===== config.mk =====
export PLATFORM = sky130hd
export DESIGN_NAME = uart_fifo_core
export DESIGN_NICKNAME = d
export VERILOG_FILES = /design/src/rtl/uart_fifo_core.sv
export SDC_FILE = /design/constraint.sdc
export NUM_CORES = 1
export LEC_CHECK = 0
export CAP_MARGIN = 20
export CORE_ASPECT_RATIO = 2
export CORE_MARGIN = 2
export CORE_UTILIZATION = 60
export CTS_CLUSTER_DIAMETER = 200
export DETAILED_ROUTE_END_ITERATION = 16
export PLACE_DENSITY = 0.88
export SYNTH_ARGS = -nofsm -noshare
export SYNTH_HDL_FRONTEND = slang
export SYNTH_SLANG_ARGS = --single-unit

===== constraint.sdc =====
create_clock -name sysclk -period 8.8 [get_ports sysclk]
set_clock_uncertainty 0.05 [all_clocks]
set_input_delay 2.2 -clock sysclk [delete_from_list [all_inputs] [get_ports sysclk]]
set_output_delay 2.2 -clock sysclk [all_outputs]
set_load 0.02 [all_outputs]

===== src/rtl/uart_fifo_core.sv =====
// uart_fifo_core: parametrised full-duplex UART with 16x-oversampled receiver,
// TX/RX FIFOs and sticky error flags, all in the sysclk domain.
// Ports:
//   sysclk, reset          clock and synchronous active-high reset
//   PC_Uart_rxd/txd        serial line in (asynchronous) / out, both idle high
//   tx_data, tx_wr         push a byte into the TX FIFO
//   tx_full, tx_idle       TX FIFO full / nothing queued and transmitter idle
//   rx_data, rx_rd         RX FIFO head (first-word fall-through) and pop
//   rx_empty               RX FIFO empty
//   err_clr, err_flags     clear / sticky {tx_ovf, rx_ovr, frame_err, parity_err}
module uart_fifo_core #(
    parameter int unsigned DIV       = 651,
    parameter int unsigned DATA_BITS = 8,
    parameter int unsigned PARITY    = 0,
    parameter int unsigned STOP_BITS = 1,
    parameter int unsigned FIFO_AW   = 4
) (
    input  logic                 sysclk,
    input  logic                 reset,
    input  logic                 PC_Uart_rxd,
    output logic                 PC_Uart_txd,
    input  logic [DATA_BITS-1:0] tx_data,
    input  logic                 tx_wr,
    output logic                 tx_full,
    output logic                 tx_idle,
    output logic [DATA_BITS-1:0] rx_data,
    input  logic                 rx_rd,
    output logic                 rx_empty,
    input  logic                 err_clr,
    output logic [3:0]           err_flags
);
    localparam int unsigned TW    = $clog2(DIV);
    localparam int unsigned PW    = FIFO_AW + 1;
    localparam int unsigned DEPTH = 1 << FIFO_AW;

    localparam logic [2:0] S_IDLE  = 3'd0;
    localparam logic [2:0] S_START = 3'd1;
    localparam logic [2:0] S_DATA  = 3'd2;
    localparam logic [2:0] S_PAR   = 3'd3;
    localparam logic [2:0] S_STOP  = 3'd4;
    localparam logic [2:0] S_WAIT  = 3'd5;

    logic [TW-1:0]        tick_cnt_q, tick_cnt_d;
    logic                 tick;
    logic                 rxd_s1_q, rxd_s2_q;
    logic [2:0]           rx_state_q, rx_state_d, tx_state_q, tx_state_d;
    logic [3:0]           rx_tcnt_q, rx_tcnt_d, rx_bit_q, rx_bit_d;
    logic [3:0]           tx_tcnt_q, tx_tcnt_d, tx_bit_q, tx_bit_d;
    logic [DATA_BITS-1:0] rx_shift_q, rx_shift_d, tx_shift_q, tx_shift_d;
    logic                 tx_stop_q, tx_stop_d, tx_par_q, tx_par_d, txd_q, txd_d;
    logic [DATA_BITS-1:0] tx_mem_q [DEPTH];
    logic [DATA_BITS-1:0] rx_mem_q [DEPTH];
    logic [PW-1:0]        tx_wp_q, tx_wp_d, tx_rp_q, tx_rp_d;
    logic [PW-1:0]        rx_wp_q, rx_wp_d, rx_rp_q, rx_rp_d;
    logic [DATA_BITS-1:0] rx_data_q, rx_data_d, tx_head;
    logic [3:0]           err_q, err_d;
    logic                 tx_empty, rx_full, tx_pop, tx_load, tx_push_ok;
    logic                 rx_push, rx_pop, rx_push_ok, rx_mid, tx_end, set_par, set_frame;

    assign tick     = (tick_cnt_q == TW'(DIV - 1));
    assign tx_empty = (tx_wp_q == tx_rp_q);
    assign tx_full  = (tx_wp_q[FIFO_AW] != tx_rp_q[FIFO_AW]) &&
                      (tx_wp_q[FIFO_AW-1:0] == tx_rp_q[FIFO_AW-1:0]);
    assign rx_empty = (rx_wp_q == rx_rp_q);
    assign rx_full  = (rx_wp_q[FIFO_AW] != rx_rp_q[FIFO_AW]) &&
                      (rx_wp_q[FIFO_AW-1:0] == rx_rp_q[FIFO_AW-1:0]);
    assign tx_head  = tx_mem_q[tx_rp_q[FIFO_AW-1:0]];
    assign rx_mid   = tick && (rx_tcnt_q == 4'd15);
    assign tx_end   = tick && (tx_tcnt_q == 4'd15);

    assign PC_Uart_txd = txd_q;
    assign tx_idle     = tx_empty && (tx_state_q == S_IDLE);
    assign rx_data     = rx_data_q;
    assign err_flags   = err_q;

    // Next-state logic for tick generator, receiver, transmitter, FIFOs and flags
    always_comb begin
        tick_cnt_d = tick ? '0 : tick_cnt_q + 1'b1;

        rx_state_d = rx_state_q;
        rx_tcnt_d  = rx_tcnt_q;
        rx_bit_d   = rx_bit_q;
        rx_shift_d = rx_shift_q;
        rx_push    = 1'b0;
        set_par    = 1'b0;
        set_frame  = 1'b0;
        if (tick && (rx_state_q == S_DATA || rx_state_q == S_PAR || rx_state_q == S_STOP))
            rx_tcnt_d = rx_tcnt_q + 4'd1;
        case (rx_state_q)
            S_IDLE: if (tick && !rxd_s2_q) begin
                rx_state_d = S_START;
                rx_tcnt_d  = '0;
            end
            // Recheck half a bit later so a short low glitch is not taken as a start
            S_START: if (tick) begin
                if (rx_tcnt_q == 4'd7) begin
                    rx_tcnt_d  = '0;
                    rx_bit_d   = '0;
                    rx_state_d = rxd_s2_q ? S_IDLE : S_DATA;
                end else begin
                    rx_tcnt_d = rx_tcnt_q + 4'd1;
                end
            end
            S_DATA: if (rx_mid) begin
                rx_shift_d = {rxd_s2_q, rx_shift_q[DATA_BITS-1:1]};
                rx_bit_d   = rx_bit_q + 4'd1;
                if (rx_bit_q == 4'(DATA_BITS - 1))
                    rx_state_d = (PARITY != 0) ? S_PAR : S_STOP;
            end
            S_PAR: if (rx_mid) begin
                set_par    = rxd_s2_q != ((PARITY == 1) ? ~(^rx_shift_q) : ^rx_shift_q);
                rx_state_d = S_STOP;
            end
            S_STOP: if (rx_mid) begin
                rx_push    = 1'b1;
                set_frame  = !rxd_s2_q;
                rx_state_d = S_WAIT;
            end
            // A low stop bit must not be mistaken for the next start bit
            S_WAIT:  if (rxd_s2_q) rx_state_d = S_IDLE;
            default: rx_state_d = S_IDLE;
        endcase

        tx_state_d = tx_state_q;
        tx_tcnt_d  = tx_tcnt_q;
        tx_bit_d   = tx_bit_q;
        tx_shift_d = tx_shift_q;
        tx_stop_d  = tx_stop_q;
        tx_par_d   = tx_par_q;
        txd_d      = txd_q;
        tx_load    = 1'b0;
        tx_pop     = 1'b0;
        if (tick && tx_state_q != S_IDLE) tx_tcnt_d = tx_tcnt_q + 4'd1;
        case (tx_state_q)
            S_IDLE:  tx_load = tick && !tx_empty;
            S_START: if (tx_end) begin
                tx_state_d = S_DATA;
                txd_d      = tx_shift_q[0];
                tx_bit_d   = '0;
            end
            S_DATA: if (tx_end) begin
                if (tx_bit_q == 4'(DATA_BITS - 1)) begin
                    if (PARITY != 0) begin
                        tx_state_d = S_PAR;
                        txd_d      = tx_par_q;
                    end else begin
                        tx_state_d = S_STOP;
                        txd_d      = 1'b1;
                        tx_stop_d  = 1'b0;
                    end
                end else begin
                    tx_bit_d   = tx_bit_q + 4'd1;
                    tx_shift_d = tx_shift_q >> 1;
                    txd_d      = tx_shift_q[1];
                end
            end
            S_PAR: if (tx_end) begin
                tx_state_d = S_STOP;
                txd_d      = 1'b1;
                tx_stop_d  = 1'b0;
            end
            // Last stop bit ends on a tick, so a queued byte starts immediately
            S_STOP: if (tx_end) begin
                if (tx_stop_q == 1'(STOP_BITS - 1)) begin
                    if (!tx_empty) tx_load = 1'b1;
                    else           tx_state_d = S_IDLE;
                end else begin
                    tx_stop_d = 1'b1;
                end
            end
            default: tx_state_d = S_IDLE;
        endcase
        if (tx_load) begin
            tx_pop     = 1'b1;
            tx_state_d = S_START;
            tx_shift_d = tx_head;
            tx_par_d   = (PARITY == 1) ? ~(^tx_head) : ^tx_head;
            txd_d      = 1'b0;
            tx_tcnt_d  = '0;
        end

        // A push on a full FIFO succeeds only when the head leaves the same cycle
        tx_push_ok = tx_wr && (!tx_full || tx_pop);
        tx_wp_d    = tx_wp_q + PW'(tx_push_ok);
        tx_rp_d    = tx_rp_q + PW'(tx_pop);
        rx_pop     = rx_rd && !rx_empty;
        rx_push_ok = rx_push && (!rx_full || rx_pop);
        rx_wp_d    = rx_wp_q + PW'(rx_push_ok);
        rx_rp_d    = rx_rp_q + PW'(rx_pop);

        // Registered head: bypass the memory when the new head is being written now
        rx_data_d = rx_data_q;
        if (rx_wp_d != rx_rp_d) begin
            if (rx_push_ok && (rx_rp_d == rx_wp_q)) rx_data_d = rx_shift_q;
            else                                    rx_data_d = rx_mem_q[rx_rp_d[FIFO_AW-1:0]];
        end

        err_d = (err_clr ? 4'b0000 : err_q) |
                {tx_wr && !tx_push_ok, rx_push && !rx_push_ok, set_frame, set_par};
    end

    // State registers
    always_ff @(posedge sysclk) begin
        if (reset) begin
            tick_cnt_q <= '0;
            rxd_s1_q   <= 1'b1;
            rxd_s2_q   <= 1'b1;
            rx_state_q <= S_IDLE;
            rx_tcnt_q  <= '0;
            rx_bit_q   <= '0;
            rx_shift_q <= '0;
            tx_state_q <= S_IDLE;
            tx_tcnt_q  <= '0;
            tx_bit_q   <= '0;
            tx_shift_q <= '0;
            tx_stop_q  <= 1'b0;
            tx_par_q   <= 1'b0;
            txd_q      <= 1'b1;
            tx_wp_q    <= '0;
            tx_rp_q    <= '0;
            rx_wp_q    <= '0;
            rx_rp_q    <= '0;
            rx_data_q  <= '0;
            err_q      <= '0;
        end else begin
            tick_cnt_q <= tick_cnt_d;
            rxd_s1_q   <= PC_Uart_rxd;
            rxd_s2_q   <= rxd_s1_q;
            rx_state_q <= rx_state_d;
            rx_tcnt_q  <= rx_tcnt_d;
            rx_bit_q   <= rx_bit_d;
            rx_shift_q <= rx_shift_d;
            tx_state_q <= tx_state_d;
            tx_tcnt_q  <= tx_tcnt_d;
            tx_bit_q   <= tx_bit_d;
            tx_shift_q <= tx_shift_d;
            tx_stop_q  <= tx_stop_d;
            tx_par_q   <= tx_par_d;
            txd_q      <= txd_d;
            tx_wp_q    <= tx_wp_d;
            tx_rp_q    <= tx_rp_d;
            rx_wp_q    <= rx_wp_d;
            rx_rp_q    <= rx_rp_d;
            rx_data_q  <= rx_data_d;
            err_q      <= err_d;
        end
    end

    // FIFO storage; contents need no reset because the pointers define validity
    always_ff @(posedge sysclk) begin
        if (tx_push_ok) tx_mem_q[tx_wp_q[FIFO_AW-1:0]] <= tx_data;
        if (rx_push_ok) rx_mem_q[rx_wp_q[FIFO_AW-1:0]] <= rx_shift_q;
    end
endmodule


### PDN straps and rails, run 1

The bar under the picture is 20 um long. Pins as bars on the die edge.
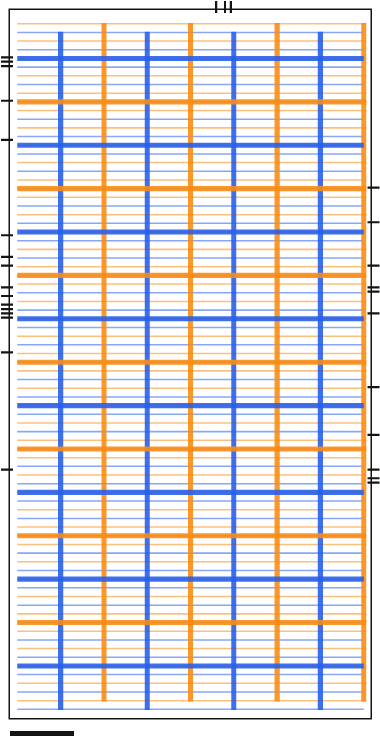
colour	net
blue	VSS
orange	VDD
met1 rails	80
rows	79
signal pins	30
met4 straps	8
met5 straps	15

### Cell classes on the final placement, run 1

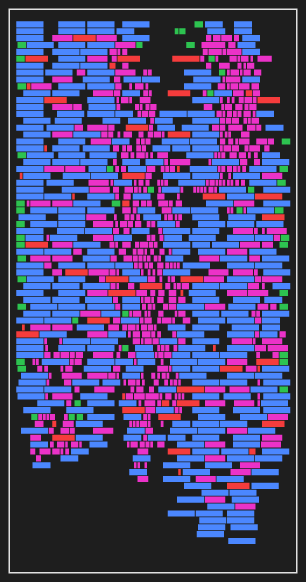
colour	class	cells
green	other buffers and delay cells	45
red	clock drivers and dummy loads	48
blue	flops	339
magenta	combinational and other logic	543
total core area: 0.0233 sq mm
Final Util: 0.668

==> results.cfg, run 1 <==
; flow metrics
[outcome]
outcome = finished, violations left
violations = design-rule violations

[die]
io_pins = 30
rows = 79
die_x_um = 113

[power]
irDropWorstVdd_mv = 0.218
combPwrFrac = 0.018
power-top-group = sequential cells
powerSeq_mw = 1.72
netSwitchingPower_uw = 583
sequentialPowerShare = 0.574

[cells_and_area]
comb_share = 0.291
n_all_inverters = 15
n_all_buffers = 45
seqAreaFraction = 0.600
seqCellArea_sq_mm = 0.00935
nFillCells = 1505
layout.cells.most_common = edfxtp_1

[setup_path]
slowest_stage = nor4_1
path_max_fanout = 35
worst_setup_path_end_kind = output pin
rr_worst_depth = 12
crit_chain = buf_4, xor2_1, nor4_1, nand2_1, nor3_1, clkdlybuf4s50_1
crit_end = tx_idle
r2r_setup_slack_ns = 4.52
worstSetupPathType = register to output pin
crit_buf_inv = 2
start_kind = register
path_delay_family = simple AND/OR/NAND/NOR gates

[place]
place.gp.congestion = 0.831
dp_hpwl_um = 19700

[yosys]
ys_cells = 937
synth_area_sq_mm = 0.0142
top_area_cell = edfxtp_1
ys_sh_simple = 0.100
synth_cells = 937
syn_nets = 964
logic_family = multiplexers
ys.flops = 339
yosys.area_share.aoi = 0.0502
ys_sh_adder = 0.0121

[drt]
drc = 2
dr_total_vias = 7886
drt_iter0_drc = 520
wl_met3_um = 1170
drt-pass1-iter-count = 11
route.top_layer_used = met4
wl_met2_um = 16700

[clocking]
numCtsBuffers = 27
cts_root_buf = clkbuf_16
cts_setup_buffers = 0
cts.sinks = 339

[job]
warnings = 27

[sta]
worst_slack_ns = 2.98
period_minus_slack_ns = 5.82
hold_viol_final = 0
max_freq_ghz = 0.172
tns_ns = 0
fin_hold_ws_ns = 0.367

[global_route]
grt_max_degree = 72
grt_use_met3 = 0.0276
use_met2 = 0.457
overflow = 0

[hold_path]
min_path_type = register to register
### Routed clock nets over the placement, run 1

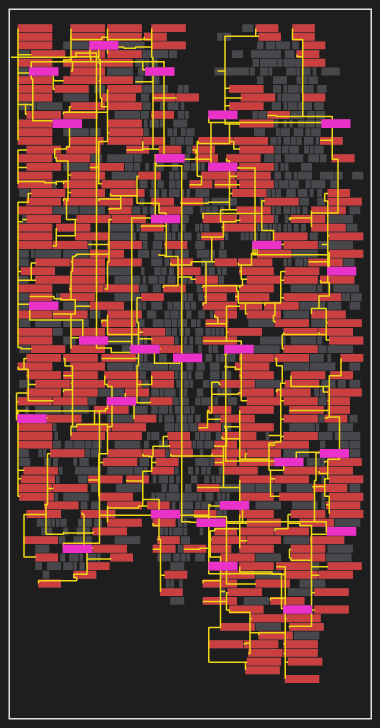
[magenta] clock drivers | count: 27
[red] flip-flops | count: 339
[yellow] clock wires | length: 3,440 um
flops lie	widely spread
routed clock nets	28
Clk power: 1.23 mW
clk latency late pin: 0.56 ns
Clock power frac: 0.408

==> run 1: stage by stage <==
stage          instances  utilization  cell area [sq um]
6_report            1258        0.668              15600
5_1_grt             1258        0.668              15600
4_1_cts             1258        0.668              15600
3_5_place_dp        1210        0.630              14700
3_3_place_gp        1210        0.630              14700
2_1_floorplan        937            -              14200
==> run 1: state kept, by name, indices dropped and copies added (netlist names), 5 cells and up <==
signal,count
rx_data,8
rx_mem_q,128
tick_cnt_q,10
rx_shift_q,8
rx_wp_q,5
tx_mem_q,128
tx_wp_q,5
rx_rp_q,5
tx_rp_q,5
tx_shift_q,8
### Metal layers overlaid, run 1

The bar under the picture is 20 um long.
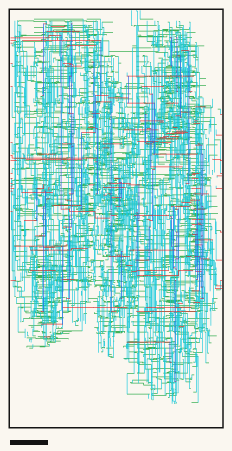

==> run 2, diff against run 1 <==
==> constraint.sdc (replaced) <==
create_clock -name sysclk -period 6.1 [get_ports sysclk]
set_clock_uncertainty 0.05 [all_clocks]
set_input_delay 1.525 -clock sysclk [delete_from_list [all_inputs] [get_ports sysclk]]
set_output_delay 1.525 -clock sysclk [all_outputs]
set_load 0.02 [all_outputs]
### Metal layers overlaid, run 2

The bar under the picture is 20 um long.
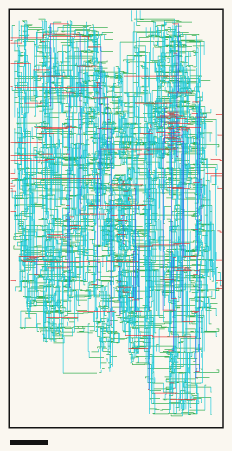
colour	layer	wire length
green	metal 1	9,550 um
cyan	metal 2	17,300 um
blue	metal 4	1,600 um
red	metal 3	1,160 um
total track usage: 0.242
Avg WL per Cell: 23.4 um
Routed WL: 29,700 um
via count: 7,957

### Routed clock nets over the placement, run 2

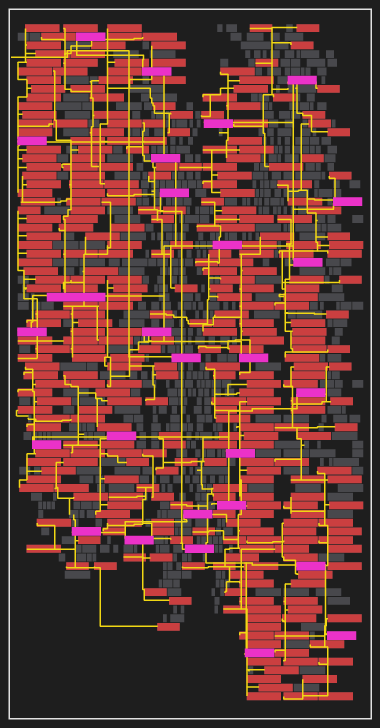
[red] flip-flops | count: 339
[yellow] clock wires | length: 3,570 um
[magenta] clock drivers | count: 28
flops lie	widely spread
Clk power: 1.76 mW
clk latency late pin: 0.58 ns
Clock power frac: 0.407

==> run 2 against run 1 <==
  * The run still ends with design-rule violations left
  * Sequential power increased by 45%
  * Sequential cell count stayed put
  * Global-route usage rose by 0.64 points
  * Final area is 0.32% higher
  * Routed wire length increased by 3.2%
  * Power up 44%
  * Non-clock buffer count increased by 4
  * Critical endpoint unchanged
==> results.cfg, run 2 <==
; flow metrics
[clocking]
cts.sinks = 339
cts_resized = 0
cts_root_buf = clkbuf_16
tritoncts = yes
cts_setup_buffers = 0
numCtsBuffers = 28
cts_buffer_depth = 3

[die]
io_pins = 30
rows = 79
coreArea_sq_mm = 0.0233
dieHeight_um = 222
die_x_um = 113

[yosys]
yosys-top-cells-area = edfxtp_1 (54%), dfxtp_1 (12%), mux4_2 (11%)
yosysChipArea_sq_mm = 0.0142
logic_family = multiplexers
ys_cells = 937
synth_area_sq_mm = 0.0142
netlist.area_leader.share = 0.540
syn_nets = 964
top_area_cell = edfxtp_1
edf_count = 256
common_cells = edfxtp_1 (256), dfxtp_1 (83), nor2_1 (78)
ys_sh_simple = 0.100
synth_cells = 937
ys_sh_adder = 0.0121
ys.flops = 339
yosys.area_share.aoi = 0.0502
xor_area_frac = 0.0353

[outcome]
violations = design-rule violations
outcome = finished, violations left

[power]
irDropWorstVdd_mv = 0.329
p_per_area_mw_per_mm2 = 277

[global_route]
use_met2 = 0.483
grt_max_degree = 54
grt_pass1_vias = 8373
overflow = 0
grt_use_met3 = 0.0298

[drt]
final_antenna_net_count = 0
wl_met3_um = 1160
drc = 2
route.top_layer_used = met4
wl_met1_um = 9550
wl_met2_um = 17300
drt-pass1-iter-count = 11
drt_iter0_drc = 575
vias_per_cell = 6.29

[sta]
post-route-period-util = 0.788
max_freq_ghz = 0.208
period_minus_slack_ns = 4.80
fin_hold_ws_ns = 0.382
hold_viol_final = 0
worst_slack_ns = 1.30
tns_ns = 0

[cells_and_area]
design_area_sq_mm = 0.0156
finalNonFillerCells = 1266
antenna_cells = 0
nets = 988
layout.cells.most_common = edfxtp_1
drive_gt1_frac = 0.172
final_util = 0.670

[place]
place.gp.congestion = 0.841
placed_cells = 1214
place_area_sq_mm = 0.0147
dp_hpwl_um = 20700

[setup_path]
worstSetupPathType = register to output pin
worst_setup_path_end_kind = output pin
r2r_setup_slack_ns = 1.95
crit_buf_inv = 1
path_max_fanout = 13
start_kind = register
crit_chain = xor2_1, nor4_1, nand2_1, nor3_1, clkdlybuf4s50_1
path_delay_family = simple AND/OR/NAND/NOR gates
slowest_stage = dfxtp_1
cpPeakStageDelay_ns = 0.70

[hold_path]
min_path_type = register to register

[job]
warnings = 27
### PDN straps and rails, run 2

The bar under the picture is 20 um long. Pins as bars on the die edge.
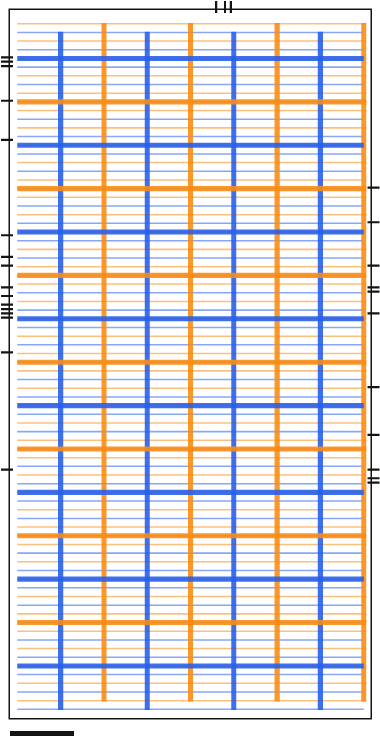
colour	net
blue	VSS
orange	VDD
signal pins	30
met4 straps	8
met1 rails	80
met5 straps	15
rows	79

==> run 2: worst paths after layout <==
| path | cells past startpoint | start | endpoint |
|---|---|---|---|
| worst max-delay path | 5 | tx_wp_q[0] | tx_idle |
| worst min-delay path | 1 | rxd_s1_q | rxd_s2_q |
| worst max register to register | 12 | rx_wp_q[1] | rx_data[3] |
| worst min register to register | 1 | rxd_s1_q | rxd_s2_q |
==> run 2: layout make-up <==
cell class	instances	area, sq um
well taps	283	354
clock inverters	19	171
inverters	15	56.3
fillers	1520	7690
repair buffers	49	448
clock buffers	33	719
multi-input cells	528	4540
flip-flops and latches	339	9350
==> run 2: power by group <==
part	switching [mW]	internal, mW	leakage [nW]
Combinational	0.0469	0.0311	1.55
Clock	0.822	0.938	0.418
Sequential	0.0105	2.48	3.01
Total	0.880	3.45	4.98
Power figures rest on the tool's default switching activity, not on a simulated workload.
